File: src/rtl/rv32im_alu_seq_pkg.sv
// Shared opcode encodings, FSM state encoding and opcode-class helpers for the sequential RV32IM ALU.
// Latency: n/a (declarations only).
// Backpressure: n/a.
package rv32im_alu_seq_pkg;

    localparam int API_DATA_WIDTH   = 32;
    localparam int ALU_OPCODE_WIDTH = 5;

    typedef logic [ALU_OPCODE_WIDTH-1:0] alu_op_t;

    // Base integer ops keep their original codes; M-extension ops follow.
    localparam alu_op_t ALU_OPCODE_ADD    = 5'd0;
    localparam alu_op_t ALU_OPCODE_SUB    = 5'd1;
    localparam alu_op_t ALU_OPCODE_AND    = 5'd2;
    localparam alu_op_t ALU_OPCODE_OR     = 5'd3;
    localparam alu_op_t ALU_OPCODE_XOR    = 5'd4;
    localparam alu_op_t ALU_OPCODE_SLT    = 5'd5;
    localparam alu_op_t ALU_OPCODE_SLTU   = 5'd6;
    localparam alu_op_t ALU_OPCODE_SLL    = 5'd7;
    localparam alu_op_t ALU_OPCODE_SRL    = 5'd8;
    localparam alu_op_t ALU_OPCODE_SRA    = 5'd9;
    localparam alu_op_t ALU_OPCODE_MUL    = 5'd10;
    localparam alu_op_t ALU_OPCODE_MULH   = 5'd11;
    localparam alu_op_t ALU_OPCODE_MULHSU = 5'd12;
    localparam alu_op_t ALU_OPCODE_MULHU  = 5'd13;
    localparam alu_op_t ALU_OPCODE_DIV    = 5'd14;
    localparam alu_op_t ALU_OPCODE_DIVU   = 5'd15;
    localparam alu_op_t ALU_OPCODE_REM    = 5'd16;
    localparam alu_op_t ALU_OPCODE_REMU   = 5'd17;

    typedef enum logic [1:0] {
        ALU_ST_IDLE = 2'd0,
        ALU_ST_BUSY = 2'd1,
        ALU_ST_DONE = 2'd2
    } alu_state_t;

    function automatic logic op_is_mul(input alu_op_t op);
        return op inside {ALU_OPCODE_MUL, ALU_OPCODE_MULH, ALU_OPCODE_MULHSU, ALU_OPCODE_MULHU};
    endfunction

    function automatic logic op_is_div(input alu_op_t op);
        return op inside {ALU_OPCODE_DIV, ALU_OPCODE_DIVU, ALU_OPCODE_REM, ALU_OPCODE_REMU};
    endfunction

    // Ops whose answer lives in the upper half of the engine (product high / remainder).
    function automatic logic op_sel_hi(input alu_op_t op);
        return op inside {ALU_OPCODE_MULH, ALU_OPCODE_MULHSU, ALU_OPCODE_MULHU,
                          ALU_OPCODE_REM, ALU_OPCODE_REMU};
    endfunction

    function automatic logic op_a_signed(input alu_op_t op);
        return op inside {ALU_OPCODE_MULH, ALU_OPCODE_MULHSU, ALU_OPCODE_DIV, ALU_OPCODE_REM};
    endfunction

    function automatic logic op_b_signed(input alu_op_t op);
        return op inside {ALU_OPCODE_MULH, ALU_OPCODE_DIV, ALU_OPCODE_REM};
    endfunction

endpackage

File: src/rtl/rv32im_alu_seq_muldiv.sv
// Iterative multiply (shift-add) / restoring divide on magnitudes, with sign fix-up in the final step.
// Latency: XLEN steps after start; done/hi/lo are valid combinationally during the last step.
// Backpressure: none; the caller must capture hi/lo in the done cycle. flush/rst abandon the op.
module rv32im_muldiv_iter #(
    parameter int XLEN = 32
) (
    input  logic            clk,
    input  logic            rst,
    input  logic            flush,
    input  logic            start,
    input  logic            is_div,
    input  logic            a_signed,
    input  logic            b_signed,
    input  logic [XLEN-1:0] a,
    input  logic [XLEN-1:0] b,
    output logic            busy,
    output logic            done,
    output logic [XLEN-1:0] hi,
    output logic [XLEN-1:0] lo
);

    localparam int            CW   = $clog2(XLEN);
    localparam logic [CW-1:0] LAST = CW'(XLEN - 1);

    logic [XLEN-1:0] hi_q, lo_q, b_q;
    logic [CW-1:0]   cnt_q;
    logic            busy_q, div_q, neg_lo_q, neg_hi_q;

    logic            a_neg, b_neg;
    logic [XLEN-1:0] a_mag, b_mag;
    logic [XLEN:0]   mul_sum, div_shift, div_diff;
    logic [XLEN-1:0] step_hi, step_lo;
    logic [2*XLEN-1:0] prod, prod_fix;

    assign a_neg = a_signed & a[XLEN-1];
    assign b_neg = b_signed & b[XLEN-1];
    assign a_mag = a_neg ? -a : a;
    assign b_mag = b_neg ? -b : b;

    // One bit step of the shared hi/lo register, mul or div depending on the captured mode.
    always_comb begin
        mul_sum   = {1'b0, hi_q} + (lo_q[0] ? {1'b0, b_q} : '0);
        div_shift = {hi_q, lo_q[XLEN-1]};
        div_diff  = div_shift - {1'b0, b_q};
        step_hi   = '0;
        step_lo   = '0;
        if (div_q) begin
            step_hi = div_diff[XLEN] ? div_shift[XLEN-1:0] : div_diff[XLEN-1:0];
            step_lo = {lo_q[XLEN-2:0], ~div_diff[XLEN]};
        end else begin
            step_hi = mul_sum[XLEN:1];
            step_lo = {mul_sum[0], lo_q[XLEN-1:1]};
        end
    end

    // Sign fix-up applied to the final step: 2*XLEN negate for products, per-half for div.
    always_comb begin
        prod     = {step_hi, step_lo};
        prod_fix = neg_lo_q ? -prod : prod;
        hi       = prod_fix[2*XLEN-1:XLEN];
        lo       = prod_fix[XLEN-1:0];
        if (div_q) begin
            hi = neg_hi_q ? -step_hi : step_hi;
            lo = neg_lo_q ? -step_lo : step_lo;
        end
    end

    assign busy = busy_q;
    assign done = busy_q & (cnt_q == LAST);

    // Operand load on start, then XLEN iterations; abort on reset or flush.
    always_ff @(posedge clk) begin
        if (rst) begin
            busy_q   <= 1'b0;
            cnt_q    <= '0;
            hi_q     <= '0;
            lo_q     <= '0;
            b_q      <= '0;
            div_q    <= 1'b0;
            neg_lo_q <= 1'b0;
            neg_hi_q <= 1'b0;
        end else if (flush) begin
            busy_q <= 1'b0;
            cnt_q  <= '0;
        end else if (start) begin
            busy_q   <= 1'b1;
            cnt_q    <= '0;
            hi_q     <= '0;
            lo_q     <= a_mag;
            b_q      <= b_mag;
            div_q    <= is_div;
            neg_lo_q <= a_neg ^ b_neg;
            neg_hi_q <= a_neg;
        end else if (busy_q) begin
            hi_q <= step_hi;
            lo_q <= step_lo;
            if (cnt_q == LAST) begin
                busy_q <= 1'b0;
                cnt_q  <= '0;
            end else begin
                cnt_q <= cnt_q + CW'(1);
            end
        end
    end

endmodule

File: src/rtl/rv32im_alu_seq.sv
// Handshaked RV32IM execute ALU: base ops, M-extension mul/div, registered result held until taken.
// Latency: 1 cycle for base ops, div special cases and FAST_MUL products; XLEN+1 for iterative mul/div.
// Backpressure: result held while out_valid_o & ~out_ready_i; in_ready_o drops in BUSY or while held.
module rv32im_alu_seq
    import rv32im_alu_seq_pkg::*;
#(
    parameter int XLEN     = API_DATA_WIDTH,
    parameter bit FAST_MUL = 1'b0
) (
    input  logic                        clk_i,
    input  logic                        rst_i,
    input  logic                        flush_i,
    input  logic                        in_valid_i,
    output logic                        in_ready_o,
    input  logic [XLEN-1:0]             aluoperand_1_i,
    input  logic [XLEN-1:0]             aluoperand_2_i,
    input  logic [ALU_OPCODE_WIDTH-1:0] alu_opcode_i,
    output logic                        out_valid_o,
    input  logic                        out_ready_i,
    output logic [XLEN-1:0]             alu_o,
    output logic                        alu_zero_o
);

    localparam int              SHW      = $clog2(XLEN);
    localparam logic [XLEN-1:0] XLEN_MIN = {1'b1, {(XLEN-1){1'b0}}};

    alu_state_t state_q, state_d;

    logic [XLEN-1:0] a, b;
    alu_op_t         op;
    logic [SHW-1:0]  shamt;
    logic            is_mul, is_div, is_rem, a_sx, b_sx;
    logic            div_by_zero, div_ovf, special, single_cycle, accept;
    logic [XLEN-1:0] base_res, special_res, fast_res, imm_res;
    logic [2*XLEN-1:0] a_ext, b_ext, fast_prod;
    logic            sel_hi_q;

    logic            eng_busy, eng_done;
    logic [XLEN-1:0] eng_hi, eng_lo;

    assign a     = aluoperand_1_i;
    assign b     = aluoperand_2_i;
    assign op    = alu_opcode_i;
    assign shamt = b[SHW-1:0];

    assign is_mul = op_is_mul(op);
    assign is_div = op_is_div(op);
    assign is_rem = (op == ALU_OPCODE_REM) || (op == ALU_OPCODE_REMU);
    assign a_sx   = op_a_signed(op);
    assign b_sx   = op_b_signed(op);

    // Special divides finish immediately instead of iterating.
    assign div_by_zero = is_div && (b == '0);
    assign div_ovf     = ((op == ALU_OPCODE_DIV) || (op == ALU_OPCODE_REM)) &&
                         (a == XLEN_MIN) && (b == '1);
    assign special     = div_by_zero || div_ovf;
    assign special_res = div_by_zero ? (is_rem ? a : '1) : (is_rem ? '0 : a);

    // Single-cycle product: sign/zero-extend to 2*XLEN; the truncated product is exact.
    assign a_ext     = {{XLEN{a_sx & a[XLEN-1]}}, a};
    assign b_ext     = {{XLEN{b_sx & b[XLEN-1]}}, b};
    assign fast_prod = a_ext * b_ext;
    assign fast_res  = (op == ALU_OPCODE_MUL) ? fast_prod[XLEN-1:0] : fast_prod[2*XLEN-1:XLEN];

    assign single_cycle = !(is_mul && !FAST_MUL) && !(is_div && !special);

    assign in_ready_o = !rst_i && !flush_i &&
                        ((state_q == ALU_ST_IDLE) || ((state_q == ALU_ST_DONE) && out_ready_i));
    assign accept     = in_valid_i && in_ready_o;
    assign out_valid_o = (state_q == ALU_ST_DONE);

    // Base integer datapath; M-extension and unknown codes yield zero here.
    always_comb begin
        base_res = '0;
        case (op)
            ALU_OPCODE_ADD:  base_res = a + b;
            ALU_OPCODE_SUB:  base_res = a - b;
            ALU_OPCODE_AND:  base_res = a & b;
            ALU_OPCODE_OR:   base_res = a | b;
            ALU_OPCODE_XOR:  base_res = a ^ b;
            ALU_OPCODE_SLT:  base_res = {{(XLEN-1){1'b0}}, ($signed(a) < $signed(b))};
            ALU_OPCODE_SLTU: base_res = {{(XLEN-1){1'b0}}, (a < b)};
            ALU_OPCODE_SLL:  base_res = a << shamt;
            ALU_OPCODE_SRL:  base_res = a >> shamt;
            ALU_OPCODE_SRA:  base_res = $unsigned($signed(a) >>> shamt);
            default:         base_res = '0;
        endcase
    end

    // Result for ops that complete on the acceptance edge.
    always_comb begin
        imm_res = base_res;
        if (is_div)
            imm_res = special_res;
        else if (is_mul)
            imm_res = fast_res;
    end

    rv32im_muldiv_iter #(.XLEN(XLEN)) u_muldiv (
        .clk      (clk_i),
        .rst      (rst_i),
        .flush    (flush_i),
        .start    (accept && !single_cycle),
        .is_div   (is_div),
        .a_signed (a_sx),
        .b_signed (b_sx),
        .a        (a),
        .b        (b),
        .busy     (eng_busy),
        .done     (eng_done),
        .hi       (eng_hi),
        .lo       (eng_lo)
    );

    // Next-state logic: flush wins; a taken result may chain straight into the next op.
    always_comb begin
        state_d = state_q;
        if (flush_i) begin
            state_d = ALU_ST_IDLE;
        end else begin
            case (state_q)
                ALU_ST_IDLE: begin
                    if (accept)
                        state_d = single_cycle ? ALU_ST_DONE : ALU_ST_BUSY;
                end
                ALU_ST_BUSY: begin
                    if (eng_done)
                        state_d = ALU_ST_DONE;
                    else if (!eng_busy)
                        state_d = ALU_ST_IDLE;
                end
                ALU_ST_DONE: begin
                    if (accept)
                        state_d = single_cycle ? ALU_ST_DONE : ALU_ST_BUSY;
                    else if (out_ready_i)
                        state_d = ALU_ST_IDLE;
                end
                default: state_d = ALU_ST_IDLE;
            endcase
        end
    end

    // State register.
    always_ff @(posedge clk_i) begin
        if (rst_i)
            state_q <= ALU_ST_IDLE;
        else
            state_q <= state_d;
    end

    // Result register: loads on single-cycle acceptance or on the engine's final step.
    always_ff @(posedge clk_i) begin
        if (rst_i) begin
            alu_o      <= '0;
            alu_zero_o <= 1'b1;
            sel_hi_q   <= 1'b0;
        end else if (accept && single_cycle) begin
            alu_o      <= imm_res;
            alu_zero_o <= (imm_res == '0);
        end else if (accept) begin
            sel_hi_q <= op_sel_hi(op);
        end else if ((state_q == ALU_ST_BUSY) && eng_done && !flush_i) begin
            alu_o      <= sel_hi_q ? eng_hi : eng_lo;
            alu_zero_o <= ((sel_hi_q ? eng_hi : eng_lo) == '0);
        end
    end

endmodule

File: config.mk
export PLATFORM = sky130hd
export DESIGN_NAME = rv32im_alu_seq
export DESIGN_NICKNAME = d
export VERILOG_FILES = /design/src/rtl/rv32im_alu_seq_pkg.sv /design/src/rtl/rv32im_alu_seq_muldiv.sv /design/src/rtl/rv32im_alu_seq.sv
export SDC_FILE = /design/constraint.sdc
export NUM_CORES = 2
export LEC_CHECK = 0
export ABC_AREA = 1
export CAP_MARGIN = 20
export CORE_ASPECT_RATIO = 1.2
export CORE_MARGIN = 1
export CORE_UTILIZATION = 40
export DETAILED_ROUTE_END_ITERATION = 8
export PLACE_DENSITY_LB_ADDON = 0.25
export SYNTH_ARGS = -nofsm -noshare
export SYNTH_HDL_FRONTEND = slang
export SYNTH_SLANG_ARGS = --single-unit
File: constraint.sdc
create_clock -name clk_i -period 11.56 [get_ports clk_i]
set_input_delay 1.734 -clock clk_i [delete_from_list [all_inputs] [get_ports clk_i]]
set_output_delay 1.734 -clock clk_i [all_outputs]
set_load 0.05 [all_outputs]
==> images/met3.png <==
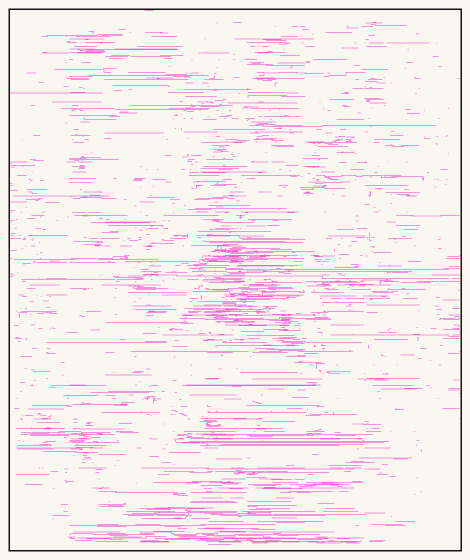
wire length on this layer = 22.7 mm
longest straight run = 149 µm
nets with wire on the layer = 911
share of all routed wire = 7.1%
main direction = horizontal
final wirelength: 319000 µm
via count: 65.3k
met3 global-route usage: 6.61%

==> images/pdn.png <==
Bar = 100 µm. Pins as bars on the die edge.
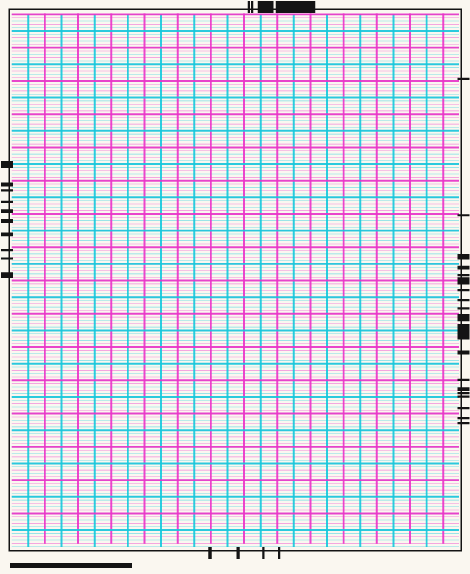
magenta -> VDD
cyan -> VSS
met5 straps = 32
rows = 160
met4 straps = 26
signal pins = 109
met1 rails = 161
Vert. Die Dim: 441 µm
Die X: 368 µm

==> GITHUB_STEP_SUMMARY <==
## PnR job results

| Metric | Value |
|---|---|
| Outcome | finished clean |
| Dominant class by area | combinational gates |
| Max Fclk | slightly above 90 MHz |
| Rows | ~160 |
| Final setup TNS | 0 ps |
| Top-Level Pins | 109 |
| Max-slew headroom | 10.7% |
| Clock-cell share of area | less than 1% |
| Hold Crit Start | u_muldiv.cnt_q[4] |
| Worst reg2reg path depth | 42 |
| Post-synthesis sequential area ratio | approximately 4.4% |
| Reg-to-Reg Start | u_muldiv.lo_q[31] |
| Logic share of the area | between 70% and 80% |
| RSZ-0062 raised after global routing | no |
| Dominant logic cell type in the layout | nand2_1 |
| Top Layout Cells | nand2_1, inv_1, fa_1 |
| Synth Area in Simple Gates | between 20% and 30% |
| Hold slack final | approximately 480 ps |
| Setup violators final | 0 |
| Final hold vios | 0 |
| Non-Filler Instances | between 10k and 15k |
| CTS Hold Bufs | 0 |
| Fillers | around 17k |
| Post-Synth Adder-Cell Area | 42.5% |
| Routed wire per std cell | between 20 and 30 µm |
| Grt ovf | 0 |
| Largest net degree at the start of global routing | roughly 83 |
| Setup ws final | approximately 560 ps |
| Hold Crit Class | reg2reg |
| # Post-CTS Setup Buffers | 0 |
| Final #Nets | 11.2k |
| Drt first-iter violations | about 5.9k |
| Crit path DAT | 11380 ps |
| Final Max Slew Viols | 0 |
| Vias in the first global route | 67.8k |
==> images/final_clocks.png <==
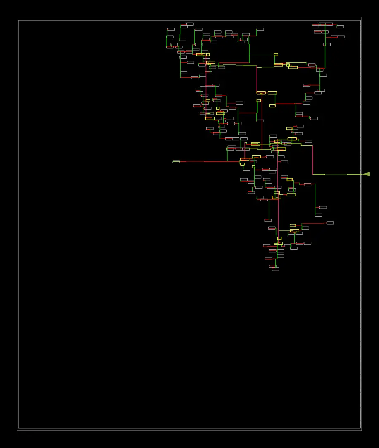
CLK BUF: 17
Worst Skew: 27.6 ps
Late-Pin Clk Latency: 490 ps

==> images/met2.png <==
Bar = 100 µm.
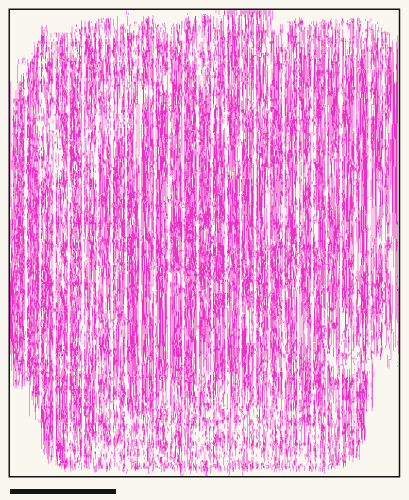
nets with wire on the layer = 9187
longest straight run = 273 µm
share of all routed wire = 47%
wire length on this layer = 151 mm
main direction = vertical
met2 Track Usage GR: 66.5%

